### config.mk
export PLATFORM = sky130hd
export DESIGN_NAME = pulse_cmd_sender_flat
export DESIGN_NICKNAME = d
export VERILOG_FILES = /design/src/rtl/pulse_cmd_sender_if.sv /design/src/rtl/pulse_cmd_sender.sv /design/src/flat_wrapper.sv
export SDC_FILE = /design/constraint.sdc
export NUM_CORES = 1
export LEC_CHECK = 0
export CORE_ASPECT_RATIO = 0.7
export CORE_MARGIN = 1
export CORE_UTILIZATION = 50
export DETAILED_ROUTE_END_ITERATION = 10
export HOLD_SLACK_MARGIN = 0.12
export PLACE_DENSITY = 0.76
export SYNTH_ARGS = -nofsm -noshare
export SYNTH_HDL_FRONTEND = slang
export SYNTH_SLANG_ARGS = --single-unit
export TNS_END_PERCENT = 10
### constraint.sdc
create_clock -name clk -period 2.4 [get_ports clk]
set_input_delay 0.48 -clock clk [delete_from_list [all_inputs] [get_ports clk]]
set_output_delay 0.48 -clock clk [all_outputs]
set_load 0.005 [all_outputs]
### src/rtl/pulse_cmd_sender_if.sv
// Command/UART link bundle for pulse_cmd_sender.
// slave: the sender's view; master: host plus UART core view.
interface pulse_cmd_sender_if;
    logic        cmd_valid;
    logic        cmd_ready;
    logic [7:0]  cmd_ctrl;
    logic [31:0] cmd_data;
    logic        transmit;
    logic [7:0]  tx_byte;
    logic        is_transmitting;
    logic        received;
    logic [7:0]  rx_byte;
    logic        busy;
    logic        done;
    logic        ack_ok;
    logic        ack_err;
    logic        ack_timeout;
    logic [7:0]  echo_byte;

    modport slave (
        input  cmd_valid, cmd_ctrl, cmd_data,
        input  is_transmitting, received, rx_byte,
        output cmd_ready, transmit, tx_byte,
        output busy, done, ack_ok, ack_err,
        output ack_timeout, echo_byte
    );

    modport master (
        output cmd_valid, cmd_ctrl, cmd_data,
        output is_transmitting, received, rx_byte,
        input  cmd_ready, transmit, tx_byte,
        input  busy, done, ack_ok, ack_err,
        input  ack_timeout, echo_byte
    );
endinterface

### src/rtl/pulse_cmd_sender.sv
// Pulse-parameter command sender: 4 data bytes (LSB first) + ctrl
// byte over a byte UART, then checks the responder's checksum echo.
// Ports: clk, rst_n (async, active low), bus (pulse_cmd_sender_if.slave).
module pulse_cmd_sender #(
    parameter logic [31:0] TIMEOUT_CYCLES = 32'd2000000,
    parameter logic [7:0]  TXSTART_CYCLES = 8'd4
) (
    input  logic               clk,
    input  logic               rst_n,
    pulse_cmd_sender_if.slave  bus
);

    typedef enum logic [2:0] {
        S_IDLE,
        S_TX_WAITIDLE,
        S_TX_STROBE,
        S_TX_START,
        S_TX_BUSY,
        S_TX_NEXT,
        S_WAIT_ACK,
        S_DONE
    } state_t;

    state_t      r_state;
    state_t      w_next;

    logic [31:0] r_data;
    logic [7:0]  r_ctrl;
    logic [7:0]  r_expected;
    logic [2:0]  r_idx;
    logic [7:0]  r_start_cnt;
    logic [31:0] r_to_cnt;
    logic [7:0]  r_tx_byte;
    logic [7:0]  r_echo;
    logic        r_ack_ok;
    logic        r_ack_err;
    logic        r_ack_to;
    logic        r_cmd_ready;
    logic        r_transmit;
    logic        r_busy;
    logic        r_done;

    logic        w_accept;
    logic        w_load;
    logic        w_clr_start;
    logic        w_inc_start;
    logic        w_inc_idx;
    logic        w_clr_to;
    logic        w_inc_to;
    logic        w_rx_hit;
    logic        w_to_hit;
    logic        w_start_expired;
    logic        w_to_expired;
    logic [7:0]  w_sum;
    logic [7:0]  w_sel;

    // Checksum covers only the four data bytes.
    assign w_sum = bus.cmd_data[7:0]   + bus.cmd_data[15:8]
                 + bus.cmd_data[23:16] + bus.cmd_data[31:24];

    assign w_sel = (r_idx == 3'd4) ? r_ctrl
                 : r_data[{r_idx[1:0], 3'b000} +: 8];

    // 9-bit compare so TXSTART_CYCLES=255 cannot wrap.
    assign w_start_expired =
        ({1'b0, r_start_cnt} + 9'd1) >= {1'b0, TXSTART_CYCLES};
    assign w_to_expired = r_to_cnt >= (TIMEOUT_CYCLES - 32'd1);

    always_comb begin
        w_next      = r_state;
        w_accept    = 1'b0;
        w_load      = 1'b0;
        w_clr_start = 1'b0;
        w_inc_start = 1'b0;
        w_inc_idx   = 1'b0;
        w_clr_to    = 1'b0;
        w_inc_to    = 1'b0;
        w_rx_hit    = 1'b0;
        w_to_hit    = 1'b0;
        unique case (r_state)
            S_IDLE: begin
                if (bus.cmd_valid) begin
                    w_accept = 1'b1;
                    w_next   = S_TX_WAITIDLE;
                end
            end
            S_TX_WAITIDLE: begin
                if (!bus.is_transmitting) begin
                    w_load = 1'b1;
                    w_next = S_TX_STROBE;
                end
            end
            S_TX_STROBE: begin
                w_clr_start = 1'b1;
                w_next      = S_TX_START;
            end
            S_TX_START: begin
                // A core that never raises busy still lets the frame move on.
                if (bus.is_transmitting) begin
                    w_next = S_TX_BUSY;
                end else if (w_start_expired) begin
                    w_next = S_TX_NEXT;
                end else begin
                    w_inc_start = 1'b1;
                end
            end
            S_TX_BUSY: begin
                if (!bus.is_transmitting) begin
                    w_next = S_TX_NEXT;
                end
            end
            S_TX_NEXT: begin
                if (r_idx == 3'd4) begin
                    w_clr_to = 1'b1;
                    w_next   = S_WAIT_ACK;
                end else begin
                    w_inc_idx = 1'b1;
                    w_next    = S_TX_WAITIDLE;
                end
            end
            S_WAIT_ACK: begin
                // An echo arriving on the timeout cycle still counts.
                if (bus.received) begin
                    w_rx_hit = 1'b1;
                    w_next   = S_DONE;
                end else if (w_to_expired) begin
                    w_to_hit = 1'b1;
                    w_next   = S_DONE;
                end else begin
                    w_inc_to = 1'b1;
                end
            end
            S_DONE: begin
                w_next = S_IDLE;
            end
            default: begin
                w_next = S_IDLE;
            end
        endcase
    end

    always_ff @(posedge clk or negedge rst_n) begin
        if (!rst_n) begin
            r_state <= S_IDLE;
        end else begin
            r_state <= w_next;
        end
    end

    always_ff @(posedge clk or negedge rst_n) begin
        if (!rst_n) begin
            r_data      <= '0;
            r_ctrl      <= '0;
            r_expected  <= '0;
            r_idx       <= '0;
            r_start_cnt <= '0;
            r_to_cnt    <= '0;
            r_tx_byte   <= '0;
            r_echo      <= '0;
            r_ack_ok    <= 1'b0;
            r_ack_err   <= 1'b0;
            r_ack_to    <= 1'b0;
            r_cmd_ready <= 1'b1;
            r_transmit  <= 1'b0;
            r_busy      <= 1'b0;
            r_done      <= 1'b0;
        end else begin
            r_cmd_ready <= (w_next == S_IDLE);
            r_transmit  <= (w_next == S_TX_STROBE);
            r_busy      <= (w_next != S_IDLE);
            r_done      <= (w_next == S_DONE);

            if (w_accept) begin
                r_data     <= bus.cmd_data;
                r_ctrl     <= bus.cmd_ctrl;
                r_expected <= w_sum;
                r_idx      <= 3'd0;
                r_ack_ok   <= 1'b0;
                r_ack_err  <= 1'b0;
                r_ack_to   <= 1'b0;
            end

            if (w_load) begin
                r_tx_byte <= w_sel;
            end

            if (w_clr_start) begin
                r_start_cnt <= '0;
            end else if (w_inc_start) begin
                r_start_cnt <= r_start_cnt + 8'd1;
            end

            if (w_inc_idx) begin
                r_idx <= r_idx + 3'd1;
            end

            if (w_clr_to) begin
                r_to_cnt <= '0;
            end else if (w_inc_to && (r_to_cnt != '1)) begin
                r_to_cnt <= r_to_cnt + 32'd1;
            end

            if (w_rx_hit) begin
                r_echo    <= bus.rx_byte;
                r_ack_ok  <= (bus.rx_byte == r_expected);
                r_ack_err <= (bus.rx_byte != r_expected);
            end

            if (w_to_hit) begin
                r_ack_to <= 1'b1;
            end
        end
    end

    assign bus.cmd_ready   = r_cmd_ready;
    assign bus.transmit    = r_transmit;
    assign bus.tx_byte     = r_tx_byte;
    assign bus.busy        = r_busy;
    assign bus.done        = r_done;
    assign bus.ack_ok      = r_ack_ok;
    assign bus.ack_err     = r_ack_err;
    assign bus.ack_timeout = r_ack_to;
    assign bus.echo_byte   = r_echo;

endmodule

### src/flat_wrapper.sv
// flat-port wrapper written by rule: the top's interface ports become plain ports
module pulse_cmd_sender_flat 
#(
    parameter logic [31:0] TIMEOUT_CYCLES = 32'd2000000,
    parameter logic [7:0]  TXSTART_CYCLES = 8'd4
)
  (clk, rst_n, bus_cmd_valid, bus_cmd_ctrl, bus_cmd_data, bus_is_transmitting, bus_received, bus_rx_byte, bus_cmd_ready, bus_transmit, bus_tx_byte, bus_busy, bus_done, bus_ack_ok, bus_ack_err, bus_ack_timeout, bus_echo_byte);
  pulse_cmd_sender_if bus_i ();
  input  logic clk;
  input  logic rst_n;
  input wire logic [$bits(bus_i.cmd_valid)-1:0] bus_cmd_valid;
  input wire logic [$bits(bus_i.cmd_ctrl)-1:0] bus_cmd_ctrl;
  input wire logic [$bits(bus_i.cmd_data)-1:0] bus_cmd_data;
  input wire logic [$bits(bus_i.is_transmitting)-1:0] bus_is_transmitting;
  input wire logic [$bits(bus_i.received)-1:0] bus_received;
  input wire logic [$bits(bus_i.rx_byte)-1:0] bus_rx_byte;
  output wire logic [$bits(bus_i.cmd_ready)-1:0] bus_cmd_ready;
  output wire logic [$bits(bus_i.transmit)-1:0] bus_transmit;
  output wire logic [$bits(bus_i.tx_byte)-1:0] bus_tx_byte;
  output wire logic [$bits(bus_i.busy)-1:0] bus_busy;
  output wire logic [$bits(bus_i.done)-1:0] bus_done;
  output wire logic [$bits(bus_i.ack_ok)-1:0] bus_ack_ok;
  output wire logic [$bits(bus_i.ack_err)-1:0] bus_ack_err;
  output wire logic [$bits(bus_i.ack_timeout)-1:0] bus_ack_timeout;
  output wire logic [$bits(bus_i.echo_byte)-1:0] bus_echo_byte;
  assign bus_i.cmd_valid = bus_cmd_valid;
  assign bus_i.cmd_ctrl = bus_cmd_ctrl;
  assign bus_i.cmd_data = bus_cmd_data;
  assign bus_i.is_transmitting = bus_is_transmitting;
  assign bus_i.received = bus_received;
  assign bus_i.rx_byte = bus_rx_byte;
  assign bus_cmd_ready = bus_i.cmd_ready;
  assign bus_transmit = bus_i.transmit;
  assign bus_tx_byte = bus_i.tx_byte;
  assign bus_busy = bus_i.busy;
  assign bus_done = bus_i.done;
  assign bus_ack_ok = bus_i.ack_ok;
  assign bus_ack_err = bus_i.ack_err;
  assign bus_ack_timeout = bus_i.ack_timeout;
  assign bus_echo_byte = bus_i.echo_byte;
  pulse_cmd_sender #(.TIMEOUT_CYCLES(TIMEOUT_CYCLES), .TXSTART_CYCLES(TXSTART_CYCLES)) u_core (.clk(clk), .rst_n(rst_n), .bus(bus_i));
endmodule
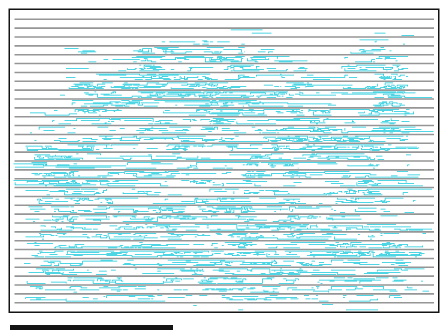
(images/met1.png)
Scale bar: 50 um. Supply wires on this layer in grey.
wire length on this layer: 6,370 um
main direction: horizontal
nets with wire on the layer: 700
longest straight run: 30.4 um

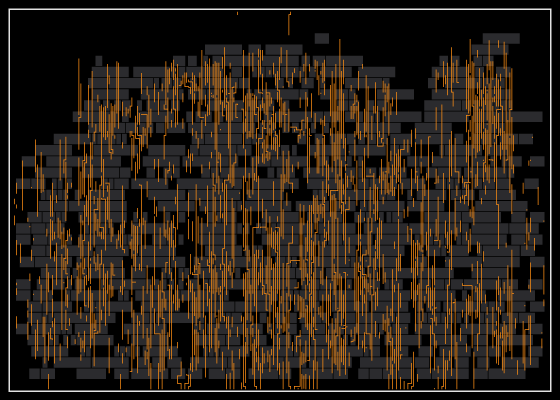
(images/met2.png)
nets with wire on the layer: 669
share of all routed wire: 48%

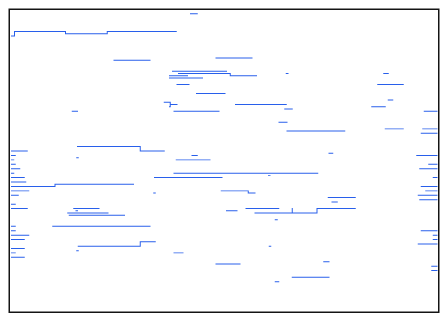
(images/met3.png)
share of all routed wire: 4.8%
nets with wire on the layer: 69

==> results_slide.txt <==
Implementation Results

Synthesis
  • Xor/xnor share: 0.0373
  • Synth Warn #: 0
  • Netlist cell types: about 56
  • Synth area leader: dfrtp_1
  • Post-synthesis net count: 661
  • Complex Gates by Area: 0.0723
  • Cell area leaders: dfrtp_1 (49%), nand2_1 (10%), fa_1 (4.8%), mux4_2 (3.1%), ha_1 (2.6%)
  • Simple share: 0.224
  • Most numerous cell in the Yosys netlist: nand2_1
  • EDFF count, synth: 0
  • Synthesized cell area: between 5000 and 6000 um^2
  • Mux cell area share: 0.0683
  • Synth cell count leaders: nand2_1 (164), dfrtp_1 (116), a21oi_1 (27)
  • Synth Instances: 582
  • Logic family by area: simple AND/OR/NAND/NOR gates

Drt
  • Metal3 WL: 673 um
  • Met2 WL post-DR: 6700 um
  • 1st-iter DRT viols: roughly 270
  • M1 wire length: 6370 um
  • Vias per std cell: 5.46
  • Drt pass-1 iters: 4
  • Top Layer Used: met4
  • # DRC: 0

Worst setup path
  • Crit path DRT: 2.68 ns
  • Master of the slowest instance on the critical path: fa_1
  • Critical path cell sequence: dlygate4sd2_1 -> fa_1 -> fa_1 -> ha_1 -> buf_4 -> a21oi_2 -> o21bai_1 -> a21oi_2 -> xor2_1 -> o21ai_1
  • Critical path depth: 10
  • Critical path destination: u_core.r_expected[6]
  • Startpoint Class: input pin
  • R2R Path End: u_core.r_to_cnt[19]
  • Crit-path max FO: 2
  • WP buf/inv: 2
  • Crit end category: register

Final timing
  • Cycle use final: 1.07
  • Worst Tran Pin Value: 0.910 ns
  • Final hold slack: 0.289 ns
  • Final Hold Viols: 0
  • Clock Skew: ~0.0072 ns
  • Final Setup Violations: 4
  • Slew headroom: 0.391
  • Worst setup margin: -0.165 ns

Finish
  • Area grow syn2layout: 33.0%
  • Clock buffers: 24
  • Largest regs: u_core.r_data (32), u_core.r_to_cnt (32)
  • Logic share of the area: 0.364
  • Layout Cells excl Fill: between 800 and 900
  • Most instantiated logic cells after routing: nand2_1 (164), dfrtp_1 (116), clkdlybuf4s50_1 (57), buf_4 (35)
  • Combinational Gates: about 430
  • Logic area: 2840 um^2
  • Commonest Layout Cell: nand2_1
  • Flip-flops: about 120
  • Non-clock buffering overhead: 0.146
  • Leading cell kind: sequential cells
  • Ant diodes: 0

Clocking
  • TritonCTS clock tree: built
  • CTS Sinks: 117
  • CTS H-tree lvls: 4
  • Root Driver: clkbuf_16

Global routing
  • Antenna violations before repair: 0
  • GR Util met1: 0.335
  • Vias in the first global route: ~4,900
  • Met2 usage: 0.413
  • Grt ovf: 0
  • GR met3 Demand/Resource: 0.0558

Place
  • IO Port Bufs: 75
  • Placement-stage cell area: approximately 7100 um^2
  • Dpl cells: about 820

Power
  • Power Density: 1130 nW/um^2
  • Max rail drop VDD: 654 uV
  • Clk. pwr: about 2.8 mW
  • Clock share of power: 0.323
  • Net Sw Power: 2.72 mW
  • Reg power frac: 0.346

Die
  • TAP cells: around 150
  • Die area: 12,200 um^2
  • Fp_density: 0.523
  • Die width: 131 um

Run status
  • Status: finished with violations
  • Violated checks: setup timing

Min path
  • Worst min path class: in -> reg
  • Hold_sp: bus_cmd_data[9]
  • Hold depth: 3
  • Hold Crit Endpoint: u_core.r_data[9]

Flow run
  • Max-Cap Viols: 0
  • Log Warnings: 32
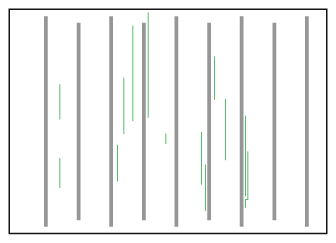
(images/met4.png)
Supply wires on this layer in grey.
wire length on this layer: 293 um
main direction: vertical
longest straight run: 43.5 um
nets with wire on the layer: 8
share of all routed wire: 2.1%

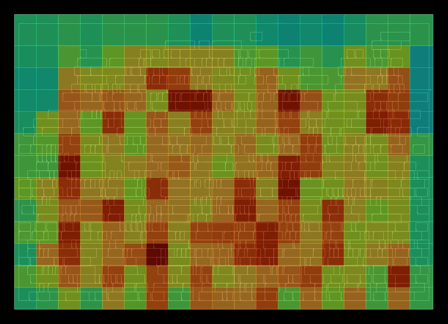
(images/final_congestion.png)
gr usage total: 0.255
final core area utilization: 0.696

-- timing repair --
item,CTS,global route
setup buffers,2,1
hold buffers,1,0
endpoints found under the setup margin,6,12
hold endpoints to repair,36,0
pin swaps,28,12
gates resized,49,15
-- worst register-to-register path: stages, from the launching register on --
cell and delay, ns:
dfrtp_1 0.39, or4_4 0.55, nor4_2 0.15, a211o_1 0.20, buf_12 0.14, nand4_4 0.22
or4_1 0.48, a21oi_1 0.15
-- through the flow --
| stage | power, mW | util |
|---|---|---|
| after floorplan | 4.63 | - |
| after global placement | 5.67 | 0.630 |
| after detailed placement | 5.83 | 0.630 |
| after CTS | 8.76 | 0.692 |
| after global routing | 9.29 | 0.696 |
| final | 8.79 | 0.696 |
No activity file was given, so power comes from the tool's default toggle rates.
